met1.png
Bar = 200 um.
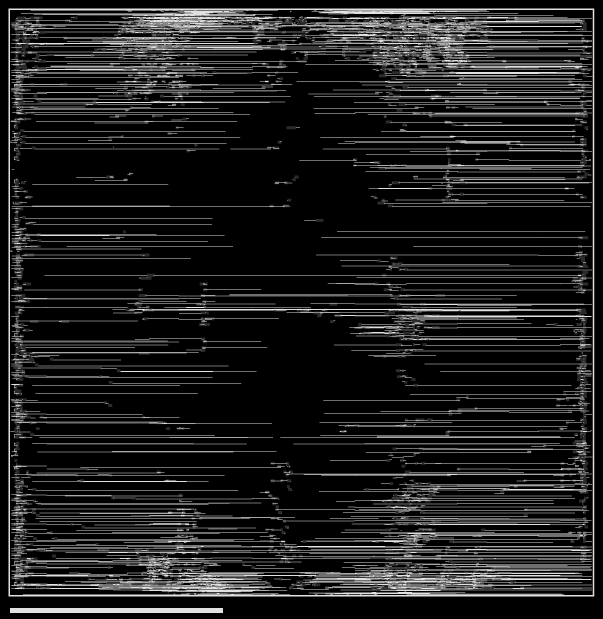
met2.png
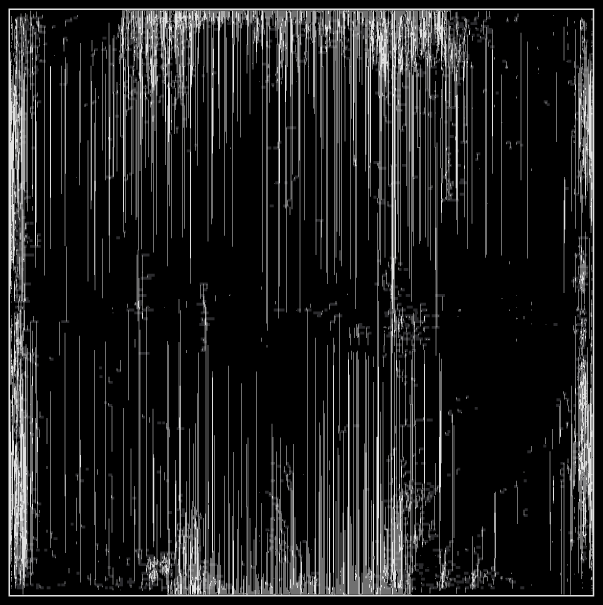
met3.png
Bar = 200 um.
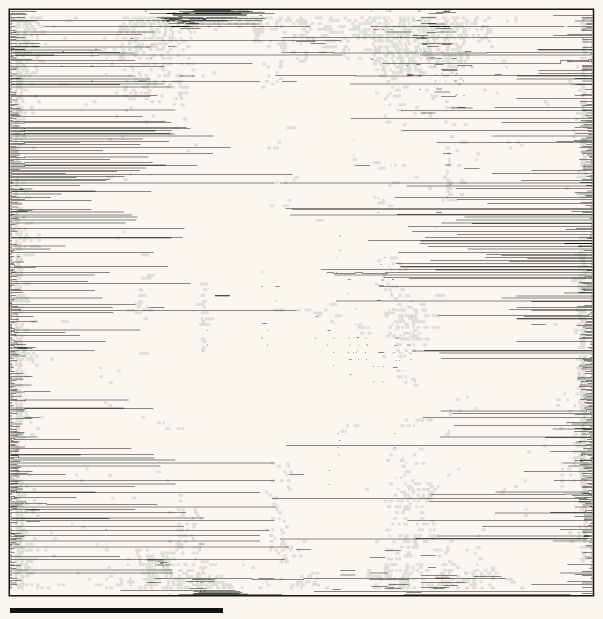
final_placement.png
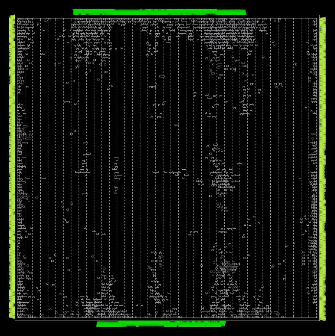
==> config.mk <==
export PLATFORM = sky130hd
export DESIGN_NAME = cache_arbiter_flat
export DESIGN_NICKNAME = d
export VERILOG_FILES = /design/src/rtl/cache_arbiter_if.sv /design/src/rtl/cache_arbiter.sv /design/src/flat_wrapper.sv
export SDC_FILE = /design/constraint.sdc
export NUM_CORES = 1
export LEC_CHECK = 0
export ABC_AREA = 1
export CAP_MARGIN = 15
export CORE_AREA = 4 4 544 546
export CTS_BUF_LIST = sky130_fd_sc_hd__clkbuf_8
export DETAILED_ROUTE_END_ITERATION = 12
export DIE_AREA = 0 0 548 550
export GPL_TIMING_DRIVEN = 0
export MAX_ROUTING_LAYER = met4
export SLEW_MARGIN = 0
export SYNTH_ARGS = -nofsm -noshare
export SYNTH_HDL_FRONTEND = slang
export SYNTH_SLANG_ARGS = --single-unit
==> constraint.sdc <==
create_clock -name clk -period 1.3 [get_ports clk]
set_clock_uncertainty 0.1 [all_clocks]
set_input_delay 0.26 -clock clk [delete_from_list [all_inputs] [get_ports clk]]
set_output_delay 0.26 -clock clk [all_outputs]
set_load 0.05 [all_outputs]
==> src/rtl/cache_arbiter_if.sv <==
// Bundle of the I-side, D-side and shared L2 signals around the cache arbiter.
// slave = arbiter view, master = the L1/L2 environment driving it.
interface cache_arbiter_if;
  logic         i_read;
  logic [31:0]  i_address;
  logic         i_resp;
  logic [255:0] i_rdata;
  logic         d_read;
  logic         d_write;
  logic [31:0]  d_address;
  logic [255:0] d_wdata;
  logic         d_resp;
  logic [255:0] d_rdata;
  logic         l2_read;
  logic         l2_write;
  logic [31:0]  l2_address;
  logic [255:0] l2_wdata;
  logic         l2_resp;
  logic [255:0] l2_rdata;

  modport slave (
    input  i_read, i_address, d_read, d_write, d_address, d_wdata, l2_resp, l2_rdata,
    output i_resp, i_rdata, d_resp, d_rdata, l2_read, l2_write, l2_address, l2_wdata
  );

  modport master (
    output i_read, i_address, d_read, d_write, d_address, d_wdata, l2_resp, l2_rdata,
    input  i_resp, i_rdata, d_resp, d_rdata, l2_read, l2_write, l2_address, l2_wdata
  );
endinterface

==> src/rtl/cache_arbiter.sv <==
// Two-way I/D arbiter onto a single L2 port; D has priority with a starvation cap for I.
// Optional ARB_PERF_CNT_EN adds saturating per-side grant counters.
module cache_arbiter #(
  parameter int STARVE_LIMIT = 4
) (
  input  logic               clk,
  input  logic               rst,
`ifdef ARB_PERF_CNT_EN
  output logic [31:0]        i_grant_cnt,
  output logic [31:0]        d_grant_cnt,
`endif
  cache_arbiter_if.slave     bus
);

  localparam logic [1:0] IDLE    = 2'd0;
  localparam logic [1:0] SERVE_I = 2'd1;
  localparam logic [1:0] SERVE_D = 2'd2;
  localparam logic [3:0] LIM     = 4'(STARVE_LIMIT);

  logic [1:0] state_q, state_d;
  logic [3:0] streak_q, streak_d;
  logic       d_req, i_turn, serve_i, serve_d;

  assign d_req  = bus.d_read | bus.d_write;
  assign i_turn = bus.i_read && (streak_q == LIM);

  // The state doubles as the registered grant; it is frozen until l2_resp.
  always_comb begin
    state_d  = state_q;
    streak_d = streak_q;
    case (state_q)
      IDLE: begin
        if (d_req && !i_turn) begin
          state_d = SERVE_D;
          if (bus.i_read) streak_d = streak_q + 4'd1;
        end else if (bus.i_read) begin
          state_d  = SERVE_I;
          streak_d = 4'd0;
        end
      end
      SERVE_I, SERVE_D: if (bus.l2_resp) state_d = IDLE;
      default: state_d = IDLE;
    endcase
  end

  always_ff @(posedge clk) begin
    if (rst) begin
      state_q  <= IDLE;
      streak_q <= 4'd0;
    end else begin
      state_q  <= state_d;
      streak_q <= streak_d;
    end
  end

  assign serve_i = (state_q == SERVE_I);
  assign serve_d = (state_q == SERVE_D);

  // A read+write D request is issued as a writeback only.
  assign bus.l2_read    = serve_i | (serve_d & bus.d_read & ~bus.d_write);
  assign bus.l2_write   = serve_d & bus.d_write;
  assign bus.l2_address = serve_d ? bus.d_address : (serve_i ? bus.i_address : 32'd0);
  assign bus.l2_wdata   = serve_d ? bus.d_wdata : 256'd0;
  assign bus.i_resp     = serve_i & bus.l2_resp;
  assign bus.d_resp     = serve_d & bus.l2_resp;
  assign bus.i_rdata    = bus.l2_rdata;
  assign bus.d_rdata    = bus.l2_rdata;

`ifdef ARB_PERF_CNT_EN
  logic [31:0] i_cnt_q, d_cnt_q;
  logic        i_start, d_start;

  assign i_start = (state_q == IDLE) && (state_d == SERVE_I);
  assign d_start = (state_q == IDLE) && (state_d == SERVE_D);

  always_ff @(posedge clk) begin
    if (rst) begin
      i_cnt_q <= 32'd0;
      d_cnt_q <= 32'd0;
    end else begin
      if (i_start && (i_cnt_q != 32'hFFFF_FFFF)) i_cnt_q <= i_cnt_q + 32'd1;
      if (d_start && (d_cnt_q != 32'hFFFF_FFFF)) d_cnt_q <= d_cnt_q + 32'd1;
    end
  end

  assign i_grant_cnt = i_cnt_q;
  assign d_grant_cnt = d_cnt_q;
`endif

endmodule

==> src/flat_wrapper.sv <==
// flat-port wrapper written by rule: the top's interface ports become plain ports
module cache_arbiter_flat 
#(
  parameter int STARVE_LIMIT = 4
)
  (clk, rst, bus_i_read, bus_i_address, bus_d_read, bus_d_write, bus_d_address, bus_d_wdata, bus_l2_resp, bus_l2_rdata, bus_i_resp, bus_i_rdata, bus_d_resp, bus_d_rdata, bus_l2_read, bus_l2_write, bus_l2_address, bus_l2_wdata);
  cache_arbiter_if bus_i ();
  input  logic clk;
  input  logic rst;
  input wire logic [$bits(bus_i.i_read)-1:0] bus_i_read;
  input wire logic [$bits(bus_i.i_address)-1:0] bus_i_address;
  input wire logic [$bits(bus_i.d_read)-1:0] bus_d_read;
  input wire logic [$bits(bus_i.d_write)-1:0] bus_d_write;
  input wire logic [$bits(bus_i.d_address)-1:0] bus_d_address;
  input wire logic [$bits(bus_i.d_wdata)-1:0] bus_d_wdata;
  input wire logic [$bits(bus_i.l2_resp)-1:0] bus_l2_resp;
  input wire logic [$bits(bus_i.l2_rdata)-1:0] bus_l2_rdata;
  output wire logic [$bits(bus_i.i_resp)-1:0] bus_i_resp;
  output wire logic [$bits(bus_i.i_rdata)-1:0] bus_i_rdata;
  output wire logic [$bits(bus_i.d_resp)-1:0] bus_d_resp;
  output wire logic [$bits(bus_i.d_rdata)-1:0] bus_d_rdata;
  output wire logic [$bits(bus_i.l2_read)-1:0] bus_l2_read;
  output wire logic [$bits(bus_i.l2_write)-1:0] bus_l2_write;
  output wire logic [$bits(bus_i.l2_address)-1:0] bus_l2_address;
  output wire logic [$bits(bus_i.l2_wdata)-1:0] bus_l2_wdata;
  assign bus_i.i_read = bus_i_read;
  assign bus_i.i_address = bus_i_address;
  assign bus_i.d_read = bus_d_read;
  assign bus_i.d_write = bus_d_write;
  assign bus_i.d_address = bus_d_address;
  assign bus_i.d_wdata = bus_d_wdata;
  assign bus_i.l2_resp = bus_l2_resp;
  assign bus_i.l2_rdata = bus_l2_rdata;
  assign bus_i_resp = bus_i.i_resp;
  assign bus_i_rdata = bus_i.i_rdata;
  assign bus_d_resp = bus_i.d_resp;
  assign bus_d_rdata = bus_i.d_rdata;
  assign bus_l2_read = bus_i.l2_read;
  assign bus_l2_write = bus_i.l2_write;
  assign bus_l2_address = bus_i.l2_address;
  assign bus_l2_wdata = bus_i.l2_wdata;
  cache_arbiter #(.STARVE_LIMIT(STARVE_LIMIT)) u_core (.clk(clk), .rst(rst), .bus(bus_i));
endmodule
==> flow_summary.rst <==
Metrics
=======

.. list-table::
   :header-rows: 1

   * - Metric
     - Value
   * - Outcome
     - finished with violations
   * - Failing checks
     - negative setup slack
   * - Final worst slack
     - -0.9041 ns
   * - Setup slack after placement
     - -2.186 ns
   * - Leak
     - between 9 and 10 nW
   * - Most instantiated library cell after synthesis
     - buf_4
   * - Antenna fix cells
     - roughly 80
   * - Number of cells in the design after placement
     - 6,257
   * - Mux cell area share
     - 0%
   * - Type of element launching the critical path
     - flop
   * - Count of buffer and inverter cells on the critical path
     - 6
   * - Layout clock buffer count
     - 3
   * - Chip height
     - 550 um
   * - Syn-to-layout area delta
     - 283.0%
   * - Tally of yosys warning messages
     - 0
   * - Avg Cell Area, Syn
     - roughly 5.7 um^2
   * - Critical Path Max Stage Delay
     - between 0.3 and 0.4 ns
   * - Final Critical Period
     - between 2 and 2.5 ns
   * - IR drop worst, VDD
     - ~260 uV
   * - Clk Tree Root Cell
     - clkbuf_8
   * - Main logic family after synthesis
     - buffers and inverters
   * - Dominant class by area
     - buffers
   * - Layer with the highest usage
     - met2
   * - Levels on crit path
     - 8
   * - Post-synthesis cell type with the largest combined area
     - buf_4
   * - Post-synth tally of flip-flops with integrated enable
     - 0
   * - CP max stage cell
     - dfxtp_2
   * - GR Util met1
     - 16.17%
   * - Crit path max fanout
     - 10
   * - Routed vias/inst
     - between 1.5 and 2
   * - DRC violation count after routing
     - 0
   * - Number of setup violations in the final report
     - around 810
   * - Simple-gate portion of the synthesized area
     - a little over a fifth
   * - Area share of buffers outside the clock network
     - ~63%
   * - Clock H-tree levels
     - 1
   * - Total Neg Setup Slack
     - -395.30 ns
   * - Area used by multi-input combinational logic
     - 0.002751 mm^2
   * - Iteration-0 DRC count of the detailed router
     - about 440
   * - Critical Setup Path Class
     - reg -> out
   * - Main area contributors
     - buf_4, nand2_1, inv_1
   * - Post-Synthesis Cell Area
     - 0.006983 mm^2
Notes on met1.png above:
nets with wire on the layer: 2,655
main direction: horizontal
share of all routed wire: 40%
wire length on this layer: 88.4 mm
longest straight run: 403 um

Notes on met2.png above:
nets with wire on the layer: 2,611
wire length on this layer: 86.8 mm
share of all routed wire: 40%
met2 usage in global routing: 19.84%
total number of vias: 12,190

Notes on met3.png above:
wire length on this layer: 39.0 mm
nets with wire on the layer: 928
share of all routed wire: 18%
main direction: horizontal
longest straight run: 310 um
global routing usage on met3: 10.78%
final routed wirelength across all metal layers: 218,500 um

Notes on final_placement.png above:
seq_cells: 6
post-layout utilization of the core: 9.204%
Post-Layout Cell Count: 6,359
Core Footprint: 0.2906 mm^2

[path summary, 6_finish.rpt]
kind	from	end	slack, ns
worst max-delay path	u_core.state_q[0]	bus_l2_wdata[130]	-0.90
worst min-delay path	u_core.state_q[0]	u_core.state_q[0]	0.39
worst max register to register	u_core.state_q[1]	u_core.state_q[1]	-0.11
worst min register to register	u_core.state_q[0]	u_core.state_q[0]	0.39
[report_power, final]
group / total (W) / internal (W) / switching, W
Sequential: 0.000214 / 0.000199 / 0.0000148
Clock: 0.000289 / 0.000200 / 0.0000897
Combinational: 0.0168 / 0.00579 / 0.0110
[sequential cells by signal, summed over array words and instances, names as in the netlist]
name	count
u_core.streak_q	4
u_core.state_q	2
Power is estimated from default activity; no workload was simulated.
